**Run 1: routing congestion**

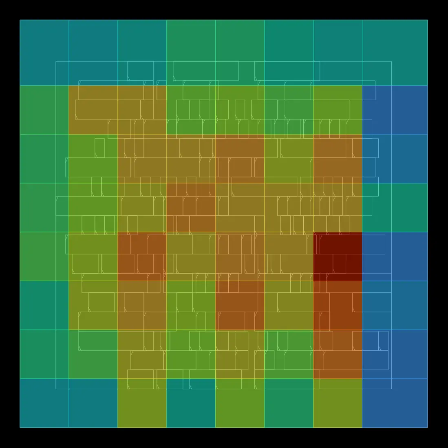
**Run 1: signal wires on met2**

Bar = 20 um.
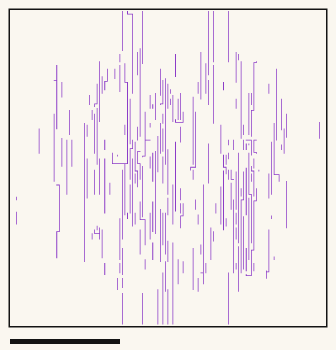
**Run 1: M1 wires**

Bar = 20 um. Supply wires on this layer in gray.
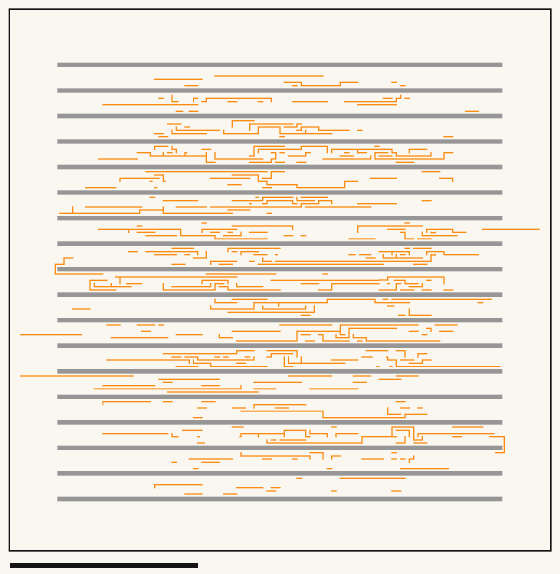
==> config.mk <==
export PLATFORM = sky130hd
export DESIGN_NAME = shift_add_mul4_flat
export DESIGN_NICKNAME = d
export VERILOG_FILES = /design/src/rtl/shift_add_mul4_if.sv /design/src/rtl/shift_add_mul4.sv /design/src/flat_wrapper.sv
export SDC_FILE = /design/constraint.sdc
export NUM_CORES = 1
export LEC_CHECK = 0
export ABC_AREA = 1
export CAP_MARGIN = 30
export CORE_MARGIN = 5
export CORE_UTILIZATION = 55
export DETAILED_ROUTE_END_ITERATION = 6
export PLACE_DENSITY = 0.81
export SYNTH_ARGS = -nofsm -noshare
export SYNTH_HDL_FRONTEND = slang
export SYNTH_SLANG_ARGS = --single-unit
==> constraint.sdc <==
create_clock -name clk -period 4.24 [get_ports clk]
set_clock_uncertainty 0.05 [all_clocks]
set_input_delay 0.424 -clock clk [delete_from_list [all_inputs] [get_ports clk]]
set_output_delay 0.424 -clock clk [all_outputs]
set_load 0.01 [all_outputs]
==> impl_metrics.yaml, run 1 <==
# flow metrics
worst_setup_path:
  crit_type: "flop to flop"
  worst-r2r-cell-count: 10
  crit_path_frequent_cell: "fa_1"
  cp_data_required_time_ps: 4440
  timing.critical_path.buf_inv: 2
  rrSetupSlack_ps: 2080
  cp_slowest_cell: "fa_1"
  crit_cells: 10
yosys:
  yosys_register_bits: 25
  yosys_most_used_dff: "dfrtp_1"
  ys_top_cells_by_area: "dfrtp_1, nand2_1, ha_1"
  syn-instance-count: 135
  synth.cellmix.simpleShare_pct: 21.1
  topCombFamilyByArea: "simple AND/OR/NAND/NOR gates"
  netlist.top_cell.by_instances: "nand2_1"
  yosys_area_um2: 1240
  netlist-cell-type-count: 19
  syn_area_um2: 1240
  yosys.area_share.adder_pct: 10.9
  postSynthSeqShare_pct: 50.4
sta:
  fin_hold_ws_ps: 404
  slew_viol_final: 0
  final_period_minus_worst_setup_slack_ps: 2160
  hold_violations: 0
  worst_slew_pin_slew_ps: 563
  timing.setup.tns_ps: 0
  setup_slack_ps: 2080
final_layout:
  area.combinational_um2: 524
  final.signal_inverter_count: 18
  final_instance_count_without_filler_cells: 186
  clk_share_pct: 1.84
  n_fill_cell: 193
  final-nonclk-buf-share_pct: 14.4
  largest_register_ffs: 8
  comb_share_pct: 35.1
power_and_ir_drop:
  report.power.total_w: 0.00104
  powerComb_w: 0.000541
  netSwitchingPower_w: 0.000450
  internal_power_w: 0.000590
  leakage_power_nw: 0.739
  power_leader: "combinational logic"
  power-per-cell-area_nw_per_um2: 695
  clock_power_w: 0.000106
global_route:
  number_of_antenna_violations_at_the_first_check_in_global_routing: 0
  global_routing_usage_summed_across_all_routing_layers_pct: 15.9
routing:
  routed.top_layer: "met4"
  wl_per_cell_um: 12.3
  drt-pass1-iter-count: 4
  post_route_ant_nets: 0
  route.met2.wl_um: 1120
  initial_drc_count: 15
  m1_wl_um: 1070
run_status:
  status: "finished clean"
cts:
  cts_htree_levels: 1
  cts_buffer_depth: 2
  hold_buffer_count_at_cts: 0
  cts_repair_resize_count: 0
hold_path:
  worst_min_delay_path_class: "primary input to async pin"
die:
  die_outline_area_um2: 3310
place:
  detail_placement_hpwl_um: 1810
  dpl-instance-area_um2: 1470
  dp_slack_ps: 2090
  placedCellCount: 182
## Picture notes: 'routing congestion'
final core utilization: 68.2%
GRT met3 Usage: 2.26%

## Picture notes: 'signal wires on met2'
nets with wire on the layer: 144
wire length on this layer: 1120 um
share of all routed wire: 49%
longest straight run: 25.2 um
main direction: vertical
final routed wirelength across all metal layers: 2280 um
Vias: 907
met2 demand-to-capacity share in global routing: 26.3%

## Picture notes: 'M1 wires'
wire length on this layer: 1070 um
share of all routed wire: 47%
main direction: horizontal
longest straight run: 16.6 um
fraction of met1 tracks used by global routing: 22.0%

==> run 2, diff against run 1 <==
--- a/config.mk
+++ b/config.mk
@@ -8,9 +8,9 @@
 export ABC_AREA = 1
 export CAP_MARGIN = 30
 export CORE_MARGIN = 5
-export CORE_UTILIZATION = 55
+export CORE_UTILIZATION = 51
 export DETAILED_ROUTE_END_ITERATION = 6
-export PLACE_DENSITY = 0.81
+export PLACE_DENSITY = 0.76
 export SYNTH_ARGS = -nofsm -noshare
 export SYNTH_HDL_FRONTEND = slang
 export SYNTH_SLANG_ARGS = --single-unit
==> constraint.sdc (replaced) <==
create_clock -name clk -period 2.2 [get_ports clk]
set_clock_uncertainty 0.05 [all_clocks]
set_input_delay 0.22 -clock clk [delete_from_list [all_inputs] [get_ports clk]]
set_output_delay 0.22 -clock clk [all_outputs]
set_load 0.01 [all_outputs]
**Run 2: metal 3**

Cells faint in the background.
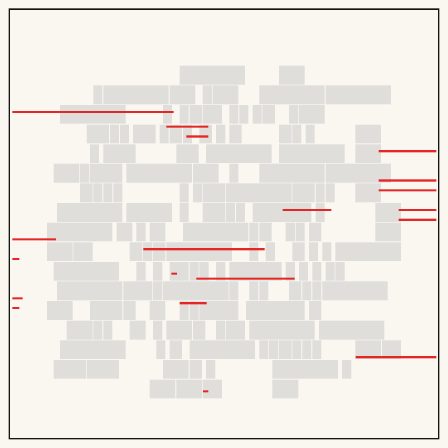
wire length on this layer: 123 um
nets with wire on the layer: 15
main direction: horizontal
share of all routed wire: 4.9%
Vias: 967
GRT met3 Usage: 2.18%

==> run 2 against run 1 <==
Global-route usage increased by 0.30 points. Total power increased by 98%. Wire length increased by 10%. Final area increased by 0.67%. Sequential share of layout area decreased by 0.28 points. Final cell count increased by 0.54%. Non-clock buffer count increased by 1. Critical path depth unchanged. First-iteration DRC count increased by 130%. Area after synthesis unchanged. Combinational power increased by 100%.
==> impl_metrics.yaml, run 2 <==
# flow metrics
run_status:
  status: "finished clean"
power_and_ir_drop:
  power_leader: "combinational logic"
  leakage_power_nw: 0.735
  powerComb_w: 0.00109
  report.power.total_w: 0.00206
  power-per-cell-area_nw_per_um2: 1370
  clock_power_w: 0.000210
  netSwitchingPower_w: 0.000898
  internal_power_w: 0.00117
worst_setup_path:
  rrSetupSlack_ps: 70
  critPathArrivalTime_ps: 2340
  crit_type: "flop to flop"
  crit_cells: 10
  timing.critical_path.buf_inv: 2
  worst-r2r-cell-count: 10
  cp_slowest_cell: "fa_1"
final_layout:
  area.combinational_um2: 536
  design.seq.count: 25
  comb_share_pct: 35.6
  clk_share_pct: 1.75
  final-nonclk-buf-share_pct: 14.3
  final_instance_count_without_filler_cells: 187
  largest_register_ffs: 8
  final.signal_inverter_count: 18
  buffers: 22
  postLayoutCoreUtil_pct: 66.1
place:
  detail_placement_hpwl_um: 1880
  io_buffers: 20
  placedCellCount: 182
  dpl-instance-area_um2: 1460
  dp_slack_ps: 14.9
yosys:
  topCombFamilyByArea: "simple AND/OR/NAND/NOR gates"
  syn-instance-count: 135
  syn_area_um2: 1240
  yosysCellCount: 135
  yosys.area_share.adder_pct: 10.9
  ys_top_cells_by_area: "dfrtp_1, nand2_1, ha_1"
  netlist-cell-type-count: 19
  yosys_register_bits: 25
  yosys_most_used_dff: "dfrtp_1"
  netlist.top_cell.by_instances: "nand2_1"
  yosys_area_um2: 1240
  postSynthSeqShare_pct: 50.4
sta:
  fin_hold_ws_ps: 188
  timing.setup.tns_ps: 0
  slew_viol_final: 0
  setup_slack_ps: 70.0
  worst_slew_pin_slew_ps: 389
  hold_violations: 0
routing:
  wl_per_cell_um: 13.5
  routed.top_layer: "met4"
  wirelength_um: 2520
  drt-pass1-iter-count: 4
  m1_wl_um: 1100
  route.detailed.drc: 0
  route.met2.wl_um: 1260
  initial_drc_count: 34
  post_route_ant_nets: 0
global_route:
  global_routing_usage_summed_across_all_routing_layers_pct: 16.2
  grt_util_met1_pct: 20.7
  number_of_antenna_violations_at_the_first_check_in_global_routing: 0
  met2_usage_pct: 26.4
cts:
  cts_buffer_depth: 2
  postCtsSetupBuffers: 1
  cts_repair_resize_count: 0
  hold_buffer_count_at_cts: 0
hold_path:
  worst_min_delay_path_class: "primary input to async pin"
die:
  die_outline_area_um2: 3520
Power is estimated from default activity; no workload was simulated.
